### Port wiring, run 1

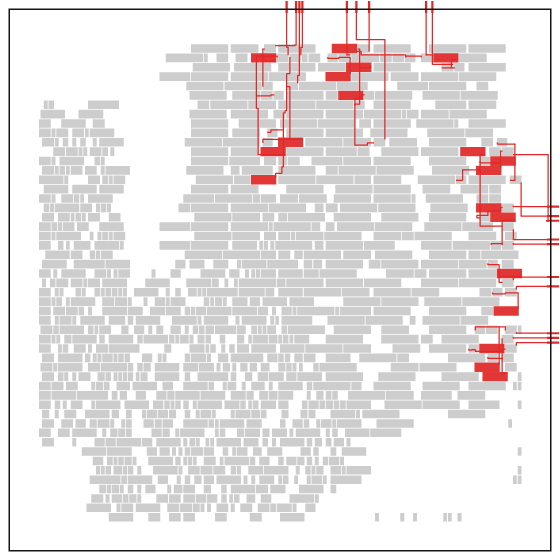
### Logic cells by family, run 1

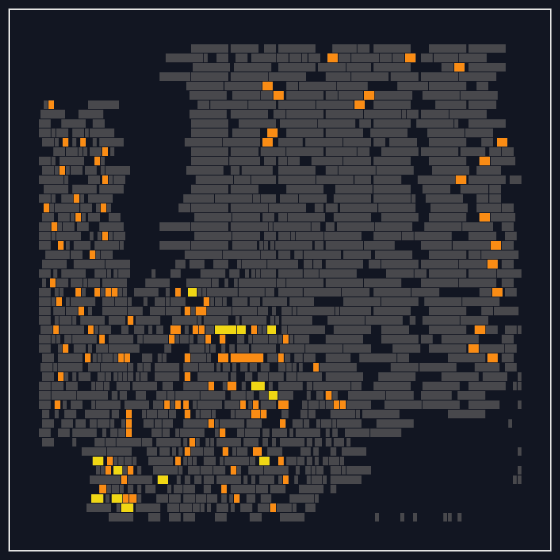
### Clock nets, run 1

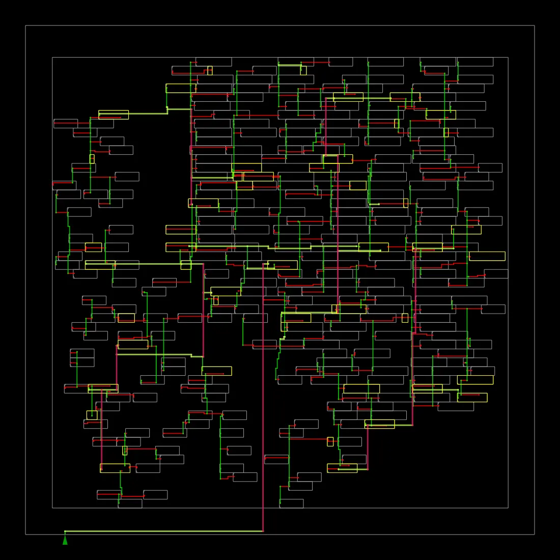
===== config.mk =====
export PLATFORM = sky130hd
export DESIGN_NAME = rna_seq_ctrl
export DESIGN_NICKNAME = d
export VERILOG_FILES = /design/src/rtl/rna_seq_ctrl.sv
export SDC_FILE = /design/constraint.sdc
export NUM_CORES = 1
export LEC_CHECK = 0
export CORE_MARGIN = 8
export CORE_UTILIZATION = 55
export CTS_CLUSTER_SIZE = 14
export DETAILED_ROUTE_END_ITERATION = 10
export PLACE_DENSITY = 0.87
export SYNTH_ARGS = -nofsm -noshare
export SYNTH_HDL_FRONTEND = slang
export SYNTH_SLANG_ARGS = --single-unit
export TNS_END_PERCENT = 30

===== constraint.sdc =====
create_clock -name clk -period 11.2 [get_ports clk]
set_clock_uncertainty 0.1 [all_clocks]
set_input_delay 3.36 -clock clk [delete_from_list [all_inputs] [get_ports clk]]
set_output_delay 3.36 -clock clk [all_outputs]
set_load 0.01 [all_outputs]

===== src/rtl/rna_seq_ctrl.sv =====
// Run sequencer between an upstream sample FIFO and a stallable datapath.
// Define RNA_SEQ_STATS_EN to build the underrun stall-cycle counter on stall_cnt.
module rna_seq_ctrl #(
  parameter int IN_W       = 19,
  parameter int OUT_W      = 28,
  parameter int FIFO_DEPTH = 8
) (
  input  logic             clk,
  input  logic             rst,
  input  logic             start,
  input  logic [15:0]      n_samples,
  input  logic [IN_W-1:0]  s_data,
  input  logic             s_valid,
  output logic             s_ready,
  input  logic [3:0]       dp_req,
  output logic [IN_W-1:0]  dp_in,
  output logic             dp_en,
  input  logic [3:0]       dp_out_en,
  input  logic [OUT_W-1:0] dp_out,
  output logic [OUT_W-1:0] m_data,
  output logic             m_valid,
  output logic             busy,
  output logic             done,
  output logic [15:0]      stall_cnt
);

  localparam int AW = $clog2(FIFO_DEPTH);
  localparam int CW = AW + 1;

  typedef enum logic [1:0] {IDLE, RUN, DRAIN, DONE} state_t;

  state_t          state, state_nxt;
  logic [IN_W-1:0] mem [FIFO_DEPTH];
  logic [AW-1:0]   wr_ptr, rd_ptr;
  logic [CW-1:0]   count;
  logic [15:0]     n_lat, issued, collected;
  logic            full, empty, req, out_req, more, all_collected;
  logic            push, pop, drain_load, collect, accept_start;

  assign full          = (count == CW'(FIFO_DEPTH));
  assign empty         = (count == '0);
  assign req           = (dp_req == 4'd1);
  assign out_req       = (dp_out_en == 4'd1);
  assign more          = (issued < n_lat);
  assign all_collected = (collected == n_lat);

  // Readiness and emptiness come from the registered count, so a push is never popped in its own cycle.
  always_comb begin
    state_nxt    = state;
    s_ready      = 1'b0;
    push         = 1'b0;
    pop          = 1'b0;
    dp_en        = 1'b0;
    busy         = 1'b0;
    done         = 1'b0;
    drain_load   = 1'b0;
    collect      = 1'b0;
    accept_start = 1'b0;
    if (!rst) begin
      s_ready = !full;
      push    = s_valid && !full;
      busy    = (state != IDLE);
      done    = (state == DONE);
      case (state)
        IDLE: begin
          if (start) begin
            accept_start = 1'b1;
            state_nxt    = (n_samples == 16'd0) ? DONE : RUN;
          end
        end
        RUN: begin
          dp_en      = !(req && empty && more);
          pop        = req && !empty && more;
          drain_load = req && !more;
          collect    = out_req && dp_en && !all_collected;
          if (all_collected)
            state_nxt = DONE;
          else if (!more)
            state_nxt = DRAIN;
        end
        DRAIN: begin
          dp_en      = 1'b1;
          drain_load = req;
          collect    = out_req && !all_collected;
          if (all_collected)
            state_nxt = DONE;
        end
        DONE: state_nxt = IDLE;
        default: state_nxt = IDLE;
      endcase
    end
  end

  always_ff @(posedge clk) begin
    if (rst)
      state <= IDLE;
    else
      state <= state_nxt;
  end

  always_ff @(posedge clk) begin
    if (push)
      mem[wr_ptr] <= s_data;
  end

  always_ff @(posedge clk) begin
    if (rst) begin
      wr_ptr <= '0;
      rd_ptr <= '0;
      count  <= '0;
    end else begin
      if (push)
        wr_ptr <= wr_ptr + AW'(1);
      if (pop)
        rd_ptr <= rd_ptr + AW'(1);
      count <= count + CW'(push) - CW'(pop);
    end
  end

  // Once every sample has been issued, further datapath requests are fed zeros.
  always_ff @(posedge clk) begin
    if (rst) begin
      dp_in     <= '0;
      m_data    <= '0;
      m_valid   <= 1'b0;
      n_lat     <= '0;
      issued    <= '0;
      collected <= '0;
    end else begin
      m_valid <= collect;
      if (collect) begin
        m_data    <= dp_out;
        collected <= collected + 16'd1;
      end
      if (pop) begin
        dp_in  <= mem[rd_ptr];
        issued <= issued + 16'd1;
      end else if (drain_load) begin
        dp_in <= '0;
      end
      if (accept_start) begin
        n_lat     <= n_samples;
        issued    <= '0;
        collected <= '0;
      end
    end
  end

`ifdef RNA_SEQ_STATS_EN
  always_ff @(posedge clk) begin
    if (rst)
      stall_cnt <= '0;
    else if (accept_start)
      stall_cnt <= '0;
    else if (state == RUN && !dp_en && stall_cnt != 16'hFFFF)
      stall_cnt <= stall_cnt + 16'd1;
  end
`else
  assign stall_cnt = '0;
`endif

endmodule


==> out/results.tsv, run 1 <==
metric	value	unit
hold slack final	0.351	ns
area of placed instances	12400	um^2
Worst R2R Setup Slack	7.34	ns
final worst slack	2.16	ns
DR WL/cell	19.1	um
post-CTS setup buffers	0	
Die H	157	um
pin count of the biggest net entering global routing	53	
worst r2r dst	m_data[18]$_SDFFE_PP0P_	
most used routing layer	met2	
total number of vias	7105	
part of the power in registers	48.0	%
DP HPWL	15600	um
Max rail drop VDD	0.117	mV
Critical-path top delay cell	clkdlybuf4s50_1	
Filler cells	1298	
fp util	55.9	%
Worst Setup EP	dp_en	
Final #Nets	1073	
hold_buf cts	0	
Syn-to-layout area delta	22.5	%
total combinational power	0.000261	W
met3 usage	5.82	%
status	finished clean	
Post-Layout Cell Count	1255	
internal power	0.00173	W
top cells by area	edfxtp_1, dfxtp_1, mux4_2, nand2_1, ha_1	
critical path depth	8	
Leak	4.39	nW
Via density	5.66	
Final period util	80.7	%
met1 usage	24.5	%
placed instance count	1204	
Seq cells	263	
first-pass GRT wire length	38400	um
invs w/o clock	33	
# DRC	0	
DIE WIDTH	157	um
Back to the opening pictures, 'Port wiring':
Key: red = dp_in [direction output, edge 10 right, 9 top, end cells 19, buffers 19, wire 696 um]

Back to the opening pictures, 'Logic cells by family':
Key: orange = aoi and oai cells [cells 107, most used a21oi_1]; yellow = non-inverting ao/oa cells [cells 13, most used a21o_1]

Back to the opening pictures, 'Clock nets':
clk latency late pin: 0.53 ns
P_clk: 0.000913 W

## run 1: kinds of logic (layout without fill, tap and decap cells)
kind of cell	count (synthesis)	after routing	share of synthesized area (%)
flip-flops	263	263	62.3
AND/OR/NAND/NOR	238	238	10.4
AND-OR/OR-AND	120	120	7.11
buffers and inverters	88	224	3.67
multiplexers	58	58	9.70
XOR/XNOR	40	40	3.22
adder cells (fa/ha/maj)	30	30	3.52
other	1	17	0.0344
## run 1: cell usage in the layout, fill, tap and decap left out, drive strengths merged, types with 29 or more instances in the layout
cell,count
xnor2,37
ha,29
dfxtp,111
clkdlybuf4s50,125
nand2,104
clkbuf,40
o21ai,30
nor2,41
inv,35
edfxtp,152
mux4,38
a21oi,48
### Routed metal, one colour a layer, run 1

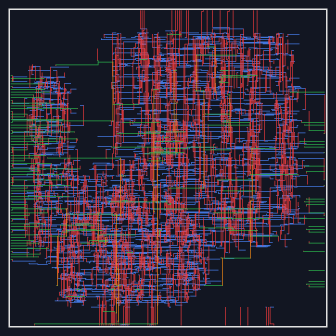

--- run 2 (diff from run 1) ---
--- a/config.mk
+++ b/config.mk
@@ -6,10 +6,10 @@
 export NUM_CORES = 1
 export LEC_CHECK = 0
 export CORE_MARGIN = 8
-export CORE_UTILIZATION = 55
+export CORE_UTILIZATION = 50
 export CTS_CLUSTER_SIZE = 14
 export DETAILED_ROUTE_END_ITERATION = 10
-export PLACE_DENSITY = 0.87
+export PLACE_DENSITY = 0.83
 export SYNTH_ARGS = -nofsm -noshare
 export SYNTH_HDL_FRONTEND = slang
 export SYNTH_SLANG_ARGS = --single-unit
==> constraint.sdc (replaced) <==
create_clock -name clk -period 7.5 [get_ports clk]
set_clock_uncertainty 0.1 [all_clocks]
set_input_delay 2.25 -clock clk [delete_from_list [all_inputs] [get_ports clk]]
set_output_delay 2.25 -clock clk [all_outputs]
set_load 0.01 [all_outputs]
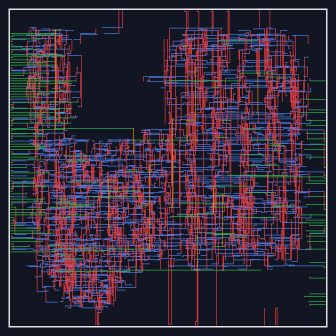
*Routed metal, one colour a layer, run 2*
Key: red = M2 [wire length 11400 um]; green = M3 [wire length 2210 um]; orange = M4 [wire length 306 um]; blue = M1 [wire length 10000 um]

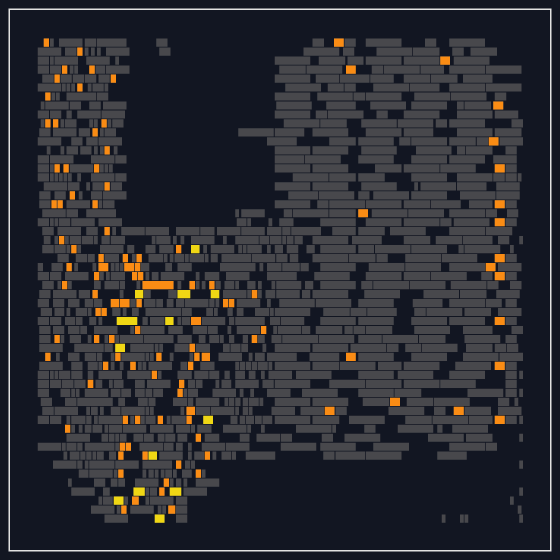
*Logic cells by family, run 2*
Key: yellow = non-inverting ao/oa cells [cells 13, most used a21o_1]; orange = aoi and oai cells [cells 107, most used a21oi_1, where widely spread]

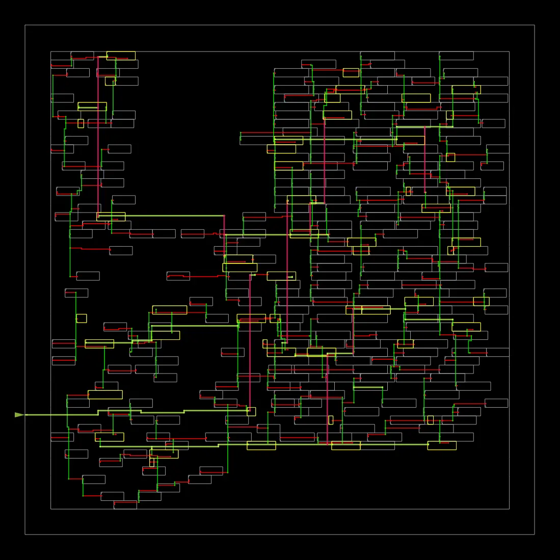
*Clock nets, run 2*
Seq cells: 263
CTS sink count: 263

==> out/results.tsv, run 2 <==
metric	value	unit	change
Filler cells	1613		was 1298
Synth Area in Adders	3.52	%	unchanged
Dominant combinational family	simple AND/OR/NAND/NOR gates		unchanged
Syn-to-layout area delta	23.9	%	was 22.5%
total number of vias	7007		was 7105
WP data required	5.15	ns	was 7.74 ns
final worst slack	0.651	ns	was 2.16 ns
Max rail drop VDD	0.154	mV	was 0.117 mV
hold path depth	2		unchanged
invs w/o clock	33		unchanged
Die H	164	um	was 157 um
placed instance count	1221		was 1204
top cells by area	edfxtp_1, dfxtp_1, mux4_2, nand2_1, ha_1		unchanged
crit-path cells	clkdlybuf4s50_1, nor4b_1, buf_4, nand3_1, a211oi_1, a31o_4, nor3_1, clkdlybuf4s50_1		unchanged
DP HPWL	15100	um	was 15600 um
most common cell after layout, fill and taps aside	edfxtp_1		unchanged
Leak	4.47	nW	was 4.39 nW
fp util	50.4	%	was 55.9%
DIE WIDTH	164	um	was 157 um
xor/xnor share	3.22	%	unchanged
design area	13500	um^2	was 13300 um^2
DR WL/cell	18.8	um	was 19.1 um
combinational share of power	10.9	%	was 11.5%
area of placed instances	12400	um^2	about the same
# DRC	0		unchanged
Power, Total	0.00351	W	was 0.00226 W
worst r2r dst	count[2]$_SDFF_PP0_		was m_data[18]$_SDFFE_PP0P_
Via density	5.50		was 5.66
pin count of the biggest net entering global routing	47		was 53
Top cells excl fill/tap	edfxtp_1, clkdlybuf4s50_1, dfxtp_1		unchanged
Critical-path top delay cell	clkdlybuf4s50_1		unchanged
hold slack final	0.353	ns	was 0.351 ns
first-pass GRT wire length	38300	um	was 38400 um
Worst Setup EP	dp_en		unchanged
status	finished clean		unchanged
post-CTS setup buffers	0		unchanged
final antenna-violating net count	0		unchanged
Mux area share	9.70	%	unchanged
RSZ-0062 raised after global routing	false		unchanged
most numerous cell in the Yosys netlist	edfxtp_1		unchanged
Worst R2R Setup Slack	3.71	ns	was 7.34 ns
AND-OR/OR-AND Cells, Area Fraction	7.11	%	unchanged
internal power	0.00269	W	was 0.00173 W
Synth Area in Simple Gates	10.4	%	unchanged
run 2: layer usage:
layer,GRT usage (%),up-vias,part of all wire [%]
met1,22.3,3412,42
met4,3.60,0,1.3
met2,30.5,251,48
met3,5.37,27,9.2
li1,-,3317,-
met5,0,-,0
run 2: kinds of logic (layout without fill, tap and decap cells):
family | Yosys count | in the layout
mux | 58 | 58
flops | 263 | 263
other cells | 1 | 16
xor+xnor | 40 | 40
buf+inv | 88 | 230
compound gates | 120 | 120
simple gates | 238 | 238
fa+ha+maj | 30 | 30
run 2: critical path: cells and delay by family:
family / cells / cell delay (ns)
buffers and inverters: 3 / 1.15
AOI/OAI and AO/OA: 2 / 0.57
and+or+nand+nor: 3 / 0.54
### Port wiring, run 2

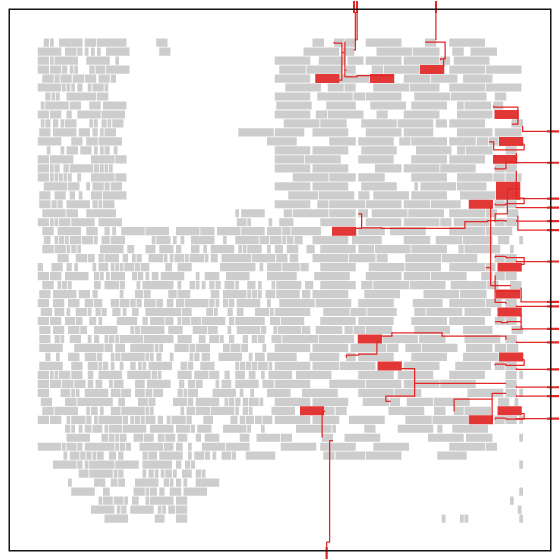

--- run 3 (diff from run 2) ---
--- a/config.mk
+++ b/config.mk
@@ -6,10 +6,10 @@
 export NUM_CORES = 1
 export LEC_CHECK = 0
 export CORE_MARGIN = 8
-export CORE_UTILIZATION = 50
+export CORE_UTILIZATION = 46
 export CTS_CLUSTER_SIZE = 14
 export DETAILED_ROUTE_END_ITERATION = 10
-export PLACE_DENSITY = 0.83
+export PLACE_DENSITY = 0.78
 export SYNTH_ARGS = -nofsm -noshare
 export SYNTH_HDL_FRONTEND = slang
 export SYNTH_SLANG_ARGS = --single-unit
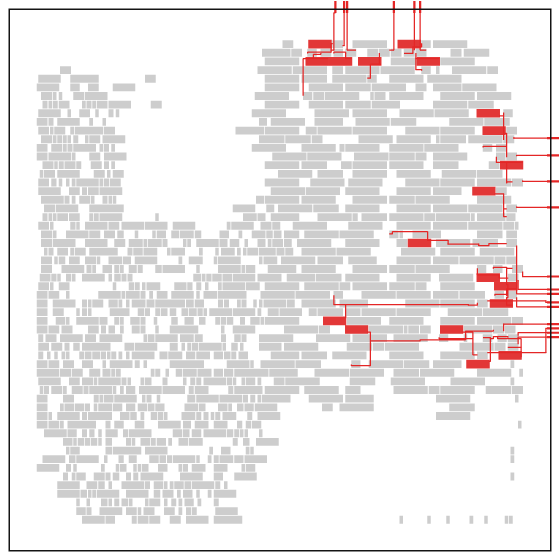
*Port wiring, run 3*
Key: red = dp_in [direction output, edge 13 right, 6 top, end cells 19, buffers 19, wire 656 um]

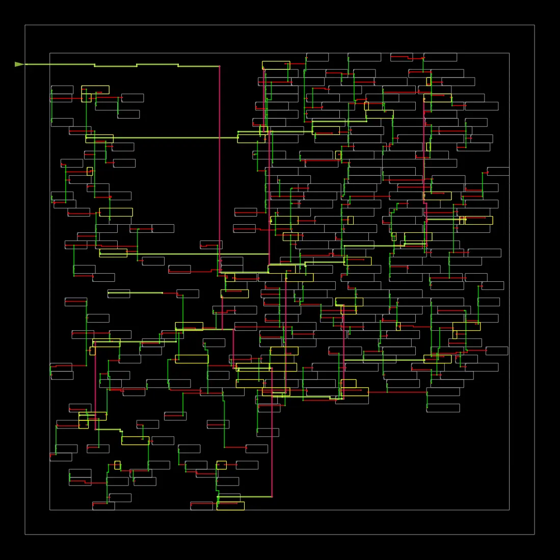
*Clock nets, run 3*
CLK BUF: 36
P_clk: 0.00140 W

==> out/results.tsv, run 3 <==
metric	value	unit	change
AND-OR/OR-AND Cells, Area Fraction	7.11	%	unchanged
met1 wire length	9850	um	was 10000 um
top cells by area	edfxtp_1, dfxtp_1, mux4_2, nand2_1, ha_1		unchanged
clk latency late pin	0.53	ns	was 0.54 ns
total combinational power	0.000383	W	about the same
Worst R2R Setup Slack	3.70	ns	was 3.71 ns
CTS sink count	263		unchanged
DP HPWL	15500	um	was 15100 um
final antenna-violating net count	0		unchanged
hold slack final	0.353	ns	about the same
fp util	46.7	%	was 50.4%
Top cells excl fill/tap	edfxtp_1, clkdlybuf4s50_1, dfxtp_1		unchanged
status	finished clean		unchanged
uppermost routed layer	met4		unchanged
Via density	5.33		was 5.50
DIE WIDTH	170	um	was 164 um
crit-path cells	clkdlybuf4s50_1, nor4b_1, buf_4, nand3_1, a211oi_1, a31o_4, nor3_1, clkdlybuf4s50_1		unchanged
worst r2r dst	count[2]$_SDFF_PP0_		unchanged
first-pass GRT wire length	37900	um	was 38300 um
hold path depth	2		unchanged
Synth Area in Simple Gates	10.4	%	unchanged
post-CTS setup buffers	0		unchanged
Synth Area in Adders	3.52	%	unchanged
most used routing layer	met2		unchanged
met3 usage	5.14	%	was 5.37%
Syn-to-layout area delta	23.5	%	was 23.9%
pin count of the biggest net entering global routing	40		was 47
Max rail drop VDD	0.184	mV	was 0.154 mV
most numerous cell in the Yosys netlist	edfxtp_1		unchanged
met1 usage	20.2	%	was 22.3%
critical path's top delay family	buffers and inverters		unchanged
Worst Setup EP	dp_en		unchanged
CP Buf/Inv Count	3		unchanged
met2 Use GR	27.4	%	was 30.5%
Die H	170	um	was 164 um
most common cell after layout, fill and taps aside	edfxtp_1		unchanged
Dominant combinational family	simple AND/OR/NAND/NOR gates		unchanged
WP data required	5.15	ns	about the same
Leak	4.41	nW	was 4.47 nW
# DRC	0		unchanged
combinational share of power	11.3	%	was 10.9%
Critical-path top delay cell	clkdlybuf4s50_1		unchanged
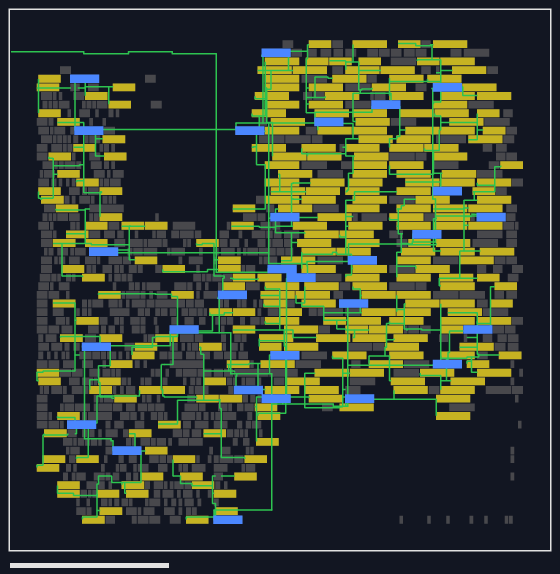
*Clock distribution, run 3*
Bar = 50 um.
Key: yellow = flip-flops [count 263]; blue = clock-net drivers [count 28]; green = clock wires [length 3020 um]
There are 29 routed clock nets.

==> run 3: final cells by class <==
type | instances | area (um^2)
multi-input cells | 502 | 3800
repair buffers | 143 | 1380
clock inverters | 16 | 169
clock buffers | 36 | 782
well taps | 319 | 399
inverters | 33 | 124
fillers | 1838 | 9890
flip-flops and latches | 263 | 6790
==> run 3: stage by stage <==
step                      cells  power, W  util [%]  area, um^2  setup WS [ns]
after global placement     1260   0.00202      53.5       12500          0.693
after global routing       1312   0.00353      57.6       13400          0.486
final                      1312   0.00339      57.6       13400          0.664
after floorplan             853   0.00189         -       10900           1.47
after CTS                  1312   0.00343      57.6       13400          0.651
after detailed placement   1260   0.00203      53.5       12500          0.688
==> run 3: tightest hold or removal path, cell delays in order (launching register included) <==
cell	delay, ns
dfxtp_1	0.30
nand2_1	0.05
a21oi_1	0.05
No activity file was given, so power comes from the tool's default toggle rates.
